### Zoomed window

Scale bar: 10 um. Window x 3 to 28, y 14 to 39 um. Cells in grey, sequential cells in the stronger grey; small squares are vias.
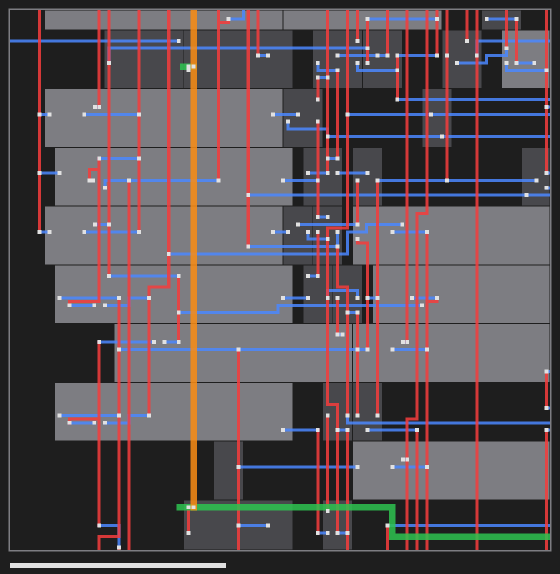
### Register map, names as in the netlist

Scale bar: 20 um. Other sequential cells in the stronger grey, the rest of the logic in the fainter grey.
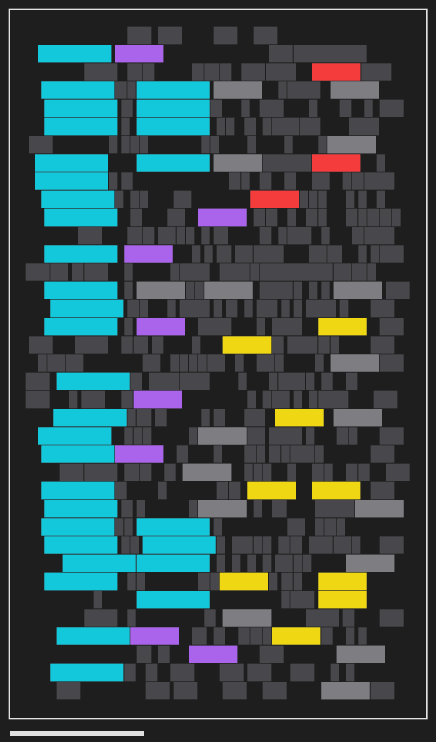
### Track usage over the die

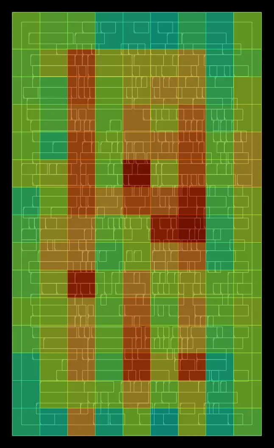
### Nets reached from selected ports

Scale bar: 20 um.
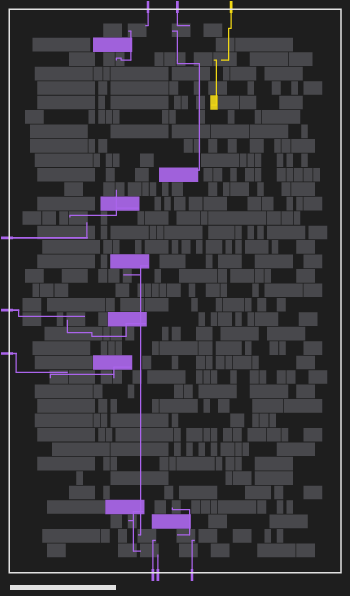
### Gate-type map

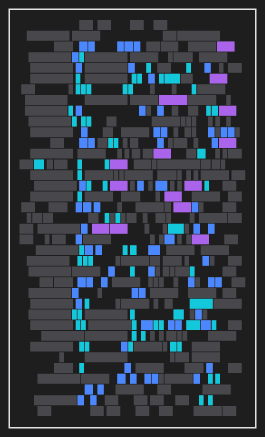
===== config.mk =====
export PLATFORM = sky130hd
export DESIGN_NAME = inst_encoder
export DESIGN_NICKNAME = d
export VERILOG_FILES = /design/src/rtl/inst_encoder.sv
export SDC_FILE = /design/constraint.sdc
export NUM_CORES = 1
export LEC_CHECK = 0
export ABC_AREA = 1
export CORE_ASPECT_RATIO = 1.75
export CORE_MARGIN = 2
export CORE_UTILIZATION = 50
export DETAILED_ROUTE_END_ITERATION = 8
export PLACE_DENSITY_LB_ADDON = 0.12
export SKIP_CTS_REPAIR_TIMING = 1
export SYNTH_ARGS = -nofsm -noshare
export SYNTH_HDL_FRONTEND = slang
export SYNTH_SLANG_ARGS = --single-unit

===== constraint.sdc =====
create_clock -name CLK -period 2.62 [get_ports CLK]
set_input_delay 0.262 -clock CLK [delete_from_list [all_inputs] [get_ports CLK]]
set_output_delay 0.262 -clock CLK [all_outputs]
set_load 0.02 [all_outputs]

===== src/rtl/inst_encoder.sv =====
// Instruction encoder: packs {OP, FN, RD} into bytes, buffers them in a small FIFO
// and streams them into instruction memory at consecutive addresses.
module inst_encoder #(
  parameter int FIFO_DEPTH = 4
) (
  input  logic       CLK,
  input  logic       RST_N,
  input  logic       START,
  input  logic       FINISH,
  input  logic       IN_VALID,
  output logic       IN_READY,
  input  logic [3:0] OP,
  input  logic [1:0] FN,
  input  logic [1:0] RD,
  output logic       IMEM_W_EN,
  output logic [7:0] IMEM_ADD,
  output logic [7:0] IMEM_DATA,
  output logic       BUSY,
  output logic       DONE,
  output logic       ILLEGAL,
  output logic       OVF,
  output logic [8:0] COUNT
);
  localparam int PTR_W = $clog2(FIFO_DEPTH);
  localparam int OCC_W = PTR_W + 1;
  localparam logic [OCC_W-1:0] OCC_FULL = OCC_W'(FIFO_DEPTH);

  typedef enum logic [1:0] {ST_IDLE, ST_LOAD, ST_DRAIN, ST_DONE} state_t;

  state_t           state;
  logic [7:0]       fifo_mem [FIFO_DEPTH];
  logic [PTR_W-1:0] wr_ptr;
  logic [PTR_W-1:0] rd_ptr;
  logic [OCC_W-1:0] occ;
  logic [8:0]       count;
  logic             illegal_q;
  logic             ovf_q;
  logic             vld_p1;
  logic [7:0]       add_p1;
  logic [7:0]       data_p1;

  logic [9:0]       pending;
  logic             fifo_empty;
  logic             fifo_full;
  logic             room;
  logic             busy_st;
  logic [7:0]       enc_byte_p0;
  logic             illegal_p0;
  logic             hs_p0;
  logic             vld_p0;
  logic             deq_p0;
  logic             ovf_hit;
  logic             load_go;

  function automatic logic [8:0] sat_inc_count(input logic [8:0] v);
    return (v >= 9'd256) ? 9'd256 : v + 9'd1;
  endfunction

  function automatic logic [OCC_W-1:0] next_occ(input logic [OCC_W-1:0] o,
                                                input logic inc, input logic dec);
    logic [OCC_W-1:0] r;
    r = o;
    if (inc && !dec) r = o + OCC_W'(1);
    if (dec && !inc) r = o - OCC_W'(1);
    return r;
  endfunction

  // Stage p0: handshake, encode, legality and capacity decisions
  assign pending     = {1'b0, count} + 10'(occ);
  assign fifo_empty  = (occ == '0);
  assign fifo_full   = (occ == OCC_FULL);
  assign room        = (pending < 10'd256);
  assign busy_st     = (state == ST_LOAD) || (state == ST_DRAIN);
  assign IN_READY    = (state == ST_LOAD) && !fifo_full && room;
  assign enc_byte_p0 = {OP, FN, RD};
  assign illegal_p0  = (OP == 4'h9) && (FN == 2'b11);
  assign hs_p0       = IN_VALID && IN_READY;
  assign vld_p0      = hs_p0 && !illegal_p0;
  assign deq_p0      = busy_st && !fifo_empty;
  // Overflow only when the 256-entry cap, not a momentarily full FIFO, blocks the request
  assign ovf_hit     = (state == ST_LOAD) && IN_VALID && !fifo_full && !room;
  assign load_go     = START && ((state == ST_IDLE) || (state == ST_DONE));

  always_ff @(posedge CLK) begin
    if (vld_p0) fifo_mem[wr_ptr] <= enc_byte_p0;
  end

  always_ff @(posedge CLK) begin
    if (!RST_N) begin
      state     <= ST_IDLE;
      wr_ptr    <= '0;
      rd_ptr    <= '0;
      occ       <= '0;
      count     <= '0;
      illegal_q <= 1'b0;
      ovf_q     <= 1'b0;
      vld_p1    <= 1'b0;
      add_p1    <= '0;
      data_p1   <= '0;
    end else begin
      // Stage p1: registered instruction-memory write port
      vld_p1 <= deq_p0;
      if (deq_p0) begin
        add_p1  <= count[7:0];
        data_p1 <= fifo_mem[rd_ptr];
      end
      if (load_go) begin
        state     <= ST_LOAD;
        wr_ptr    <= '0;
        rd_ptr    <= '0;
        occ       <= '0;
        count     <= '0;
        illegal_q <= 1'b0;
        ovf_q     <= 1'b0;
      end else begin
        if (vld_p0) wr_ptr <= wr_ptr + PTR_W'(1);
        if (deq_p0) begin
          rd_ptr <= rd_ptr + PTR_W'(1);
          count  <= sat_inc_count(count);
        end
        occ <= next_occ(occ, vld_p0, deq_p0);
        if (hs_p0 && illegal_p0) illegal_q <= 1'b1;
        if (ovf_hit) ovf_q <= 1'b1;
        case (state)
          ST_LOAD:  if (FINISH) state <= ST_DRAIN;
          ST_DRAIN: if (fifo_empty && !vld_p1) state <= ST_DONE;
          default:  ;
        endcase
      end
    end
  end

  assign IMEM_W_EN = vld_p1;
  assign IMEM_ADD  = add_p1;
  assign IMEM_DATA = data_p1;
  assign BUSY      = busy_st;
  assign DONE      = (state == ST_DONE);
  assign ILLEGAL   = illegal_q;
  assign OVF       = ovf_q;
  assign COUNT     = count;
endmodule


==> run_results.csv <==
group,metric,value,unit
final_timing,finalCritPeriodShare,88.50,%
worst_setup_path,max_stage_delay,0.38,ns
route,vias_per_cell,5.007,
layout,finalNetCount,396,
clock_tree,cts_sinks,69,
worst_setup_path,path_depth,14,
worst_setup_path,crit_slowest_cell,"fa_1",
route,wl_met2,3526,um
floorplanning,die_area,0.006579,sq mm
global_routing,grt_pass1_vias,2172,
placement,gp_congestion,0.7677,
worst_setup_path,worstSetupEndpointType,"flop",
clock_tree,h-tree-depth,3,
status,status,"finished, final reports clean",
layout,antennaDiodeCount,0,
final_timing,slew_headroom,70.59,%
final_timing,final-hold-violation-count,0,
clock_tree,cts_root_buf,"clkbuf_8",
worst_setup_path,cp_common_cell,"nand2_1",
power,power_density,656.0,mW/mm^2
power,total_power,2.455,mW
job,drv_cap,0,
yosys,synth_top_cell_by_area,"edfxtp_1",
placement,dpl_cell_area,0.003531,sq mm
floorplanning,rows,37,
power,ir_drop,0.0004194,V
worst_setup_path,regToRegSetupSlack,0.30,ns
placement,pre_cts_ws,0.02286,ns
yosys,yosysCellCount,312,
final_timing,period_minus_slack,2.319,ns
power,p_comb,0.356,mW
yosys,synthArstFlopShare,0,%
min_path,hp-class,"reg2reg",
clock_tree,worstSkewPairLatency,0.35,ns
global_routing,grt_pass1_wl,10070,um
final_timing,tightest_slew,0.4407,ns
min_path,min_from,"ILLEGAL$_SDFFE_PP0P_",
yosys,top_cells_by_area,"edfxtp_1 32%, dfxtp_1 25%, nor2_1 7.2%",
power,p_leak,1.448,nW
final_timing,fmax,431.3,MHz
clock_tree,cts_buffers,9,
worst_setup_path,cp_num_buf_inv,1,
yosys,synth_warnings,0,
clock_tree,ctsLongestPathBuffers,2,
power,switching_share,24.87,%
route,final_antenna_net_count,0,
global_routing,grt_overflow,0,
route,wl,6158,um
yosys,synth_top_cell_by_count,"nor2_1",
worst_setup_path,worstRegToRegCells,14,
layout,drive_above_1_share,10.96,%
layout,buffers,55,
layout,fill_cells,503,
worst_setup_path,worst-path-max-fanout,6,
min_path,hold_path_end,"ILLEGAL$_SDFFE_PP0P_",
worst_setup_path,timing.rr.start,"COUNT[1]$_SDFFE_PP0P_",
route,wl_met1,2262,um
layout,nonClkBufAreaFrac,13.98,%
final_timing,setup_violations,0,
layout,dominant_cells,"flip-flops and latches",
worst_setup_path,cp.required,2.86,ns
floorplanning,die_h,105.8,um
layout,logic_gate_count,194,
worst_setup_path,crit_end,"occ[2]$_SDFFE_PP0P_",
worst_setup_path,r2r-end,"occ[2]$_SDFFE_PP0P_",
placement,place_hpwl,4416,um
layout,comb_area,0.001065,sq mm
power,powerSeq,1.20,mW
yosys,ys_types,32,
final_timing,finalSetupTns,0,ns
yosys,top_cells_by_count,"57 x nor2_1, 38 x o21ai_0, 37 x dfxtp_1, 36 x inv_1",
route,post_drt_wl_per_cell,13.62,um
global_routing,antenna_found_initial,0,
power,p_clk_share,36.6,%
layout,final_cells,452,
final_timing,fin_ws,0.3013,ns
route,dr_wl_met3,219,um
final_timing,skew,0.006045,ns
floorplanning,nWellTaps,78,
route,drcViolationCount,0,
min_path,hold_depth,2,
yosys,yosys.stat.seqShare,57.46,%
floorplanning,core_area,0.005787,sq mm
job,warning_count,34,
yosys,synth_area,0.002962,sq mm
power,seqPwrFrac,48.9,%
layout,area_growth,26.36,%
layout,flops,69,
placement,dp.cells,436,
global_routing,grt_max_degree,32,
route,top_layer,"met4",
route,drtPass1Iterations,4,
layout,inverters,40,
final_timing,slew_viol_final,0,
layout,lay_top_cells,"57 x nor2_1, 42 x clkdlybuf4s50_1, 38 x o21ai_0",
yosys,synth-main-ff-cell,"dfxtp_1",
yosys,syn_nets,339,
power,internal_power,1.845,mW
yosys,ys_chip_area,0.002962,sq mm
layout,ff_latch_area,0.001702,sq mm
clock_tree,clk_pin_slew,0.07,ns
worst_setup_path,crit_chain,"ha_1, nand3_1, nand2_1, nand2_1, nand2_1, nand2_1, nand4_2, ha_1, inv_1, fa_1, a21oi_1, o21ai_0, o21ai_0, a21oi_1",
yosys,top_cell_area_share,32.45,%
power,p_clk,0.898,mW
yosys,synth-edff-count,32,
power,p_switching,0.6106,mW
layout,final_cell_area,0.003742,sq mm
worst_setup_path,path_class,"reg2reg",
route,vias,2263,
power,pwr-share-comb,14.5,%
worst_setup_path,critPathTopFamily,"adder cells",
clock_tree,cts_tree,"built",
power,power_leader,"sequential cells",
yosys,synthCells,312,
final_timing,rsz0062_at_grt,"false",
layout,clock_area_share,5.483,%
floorplanning,die_w,62.18,um
worst_setup_path,start_kind,"flop",
layout,clockBufferCount,10,
yosys,ys_ff,69,
worst_setup_path,arrival,2.55,ns
yosys,synth.avg_cell_area,9.492,sq um
floorplanning,initCoreUtil,51.18,%
route,drtIter0Drc,94,
worst_setup_path,crit_start,"COUNT[1]$_SDFFE_PP0P_",
Back to the opening pictures, 'Zoomed window':
green -> met3
blue -> met1
orange -> met4
red -> met2
most frequent = edfxtp_1 (10), nor2_1 (8), o21ai_0 (4)
sequential cells in the window = 10
cells with their middle in the window = 29
netlist names of flops here include = fifo_mem (10)

Back to the opening pictures, 'Register map, names as in the netlist':
red -> occ  # flops 3
purple -> IMEM_DATA  # flops 8
yellow -> COUNT  # flops 9
cyan -> fifo_mem  # flops 32, where a vertical strip on the left
not coloured = 17
Finished Core Util: 64.67%
sequential share of cell area: 45.47%

Back to the opening pictures, 'Track usage over the die':
GRT Overall Usage: 20.69%
M3 GR Usage: 6.403%
GRT Max-Usage Layer: met2
met2 usage: 39.21%
grt met1 use: 19.45%

Back to the opening pictures, 'Nets reached from selected ports':
yellow -> IN_READY  # bits 1, direction output, edge top, end cells 1, buffers 1, wire 20.9 um
purple -> IMEM_DATA  # bits 8, direction output, edge 3 bottom, 3 left, 2 top, end cells 8, buffers 8, wire 244 um
# port buffers: 43
# IOs: 44

Back to the opening pictures, 'Gate-type map':
blue -> inverting AOI/OAI gates  # cells 68, most used o21ai_0
purple -> adder and majority cells  # cells 14, most used ha_1
cyan -> NOR gates  # cells 67, most used nor2_1
Comb area share: 28.45%
dominant logic cell type in the layout: nor2_1

-- sequential cells by signal, indices dropped and copies added (netlist names) --
signal     count
COUNT          9
ILLEGAL        1
IMEM_ADD       8
IMEM_DATA      8
IMEM_W_EN      1
OVF            1
fifo_mem      32
occ            3
rd_ptr         2
state          2
wr_ptr         2
-- stage by stage --
stage | util (%) | hold WS [ns]
after global routing | 64.67 | 0.4962
after detailed placement | 61.02 | 0.4489
after CTS | 64.56 | 0.4593
after floorplan | - | 0.3609
final | 64.67 | 0.4549
after global placement | 61.02 | 0.4552
-- kinds of logic after synthesis --
kind of cell	Yosys count	share of synthesized area (%)
adder cells (fa/ha/maj)	14	6.168
XOR/XNOR	1	0.2958
AND/OR/NAND/NOR	109	16.60
flip-flops	69	57.46
AND-OR/OR-AND	70	12.76
buffers and inverters	49	6.717
No activity file was given, so power comes from the tool's default toggle rates.
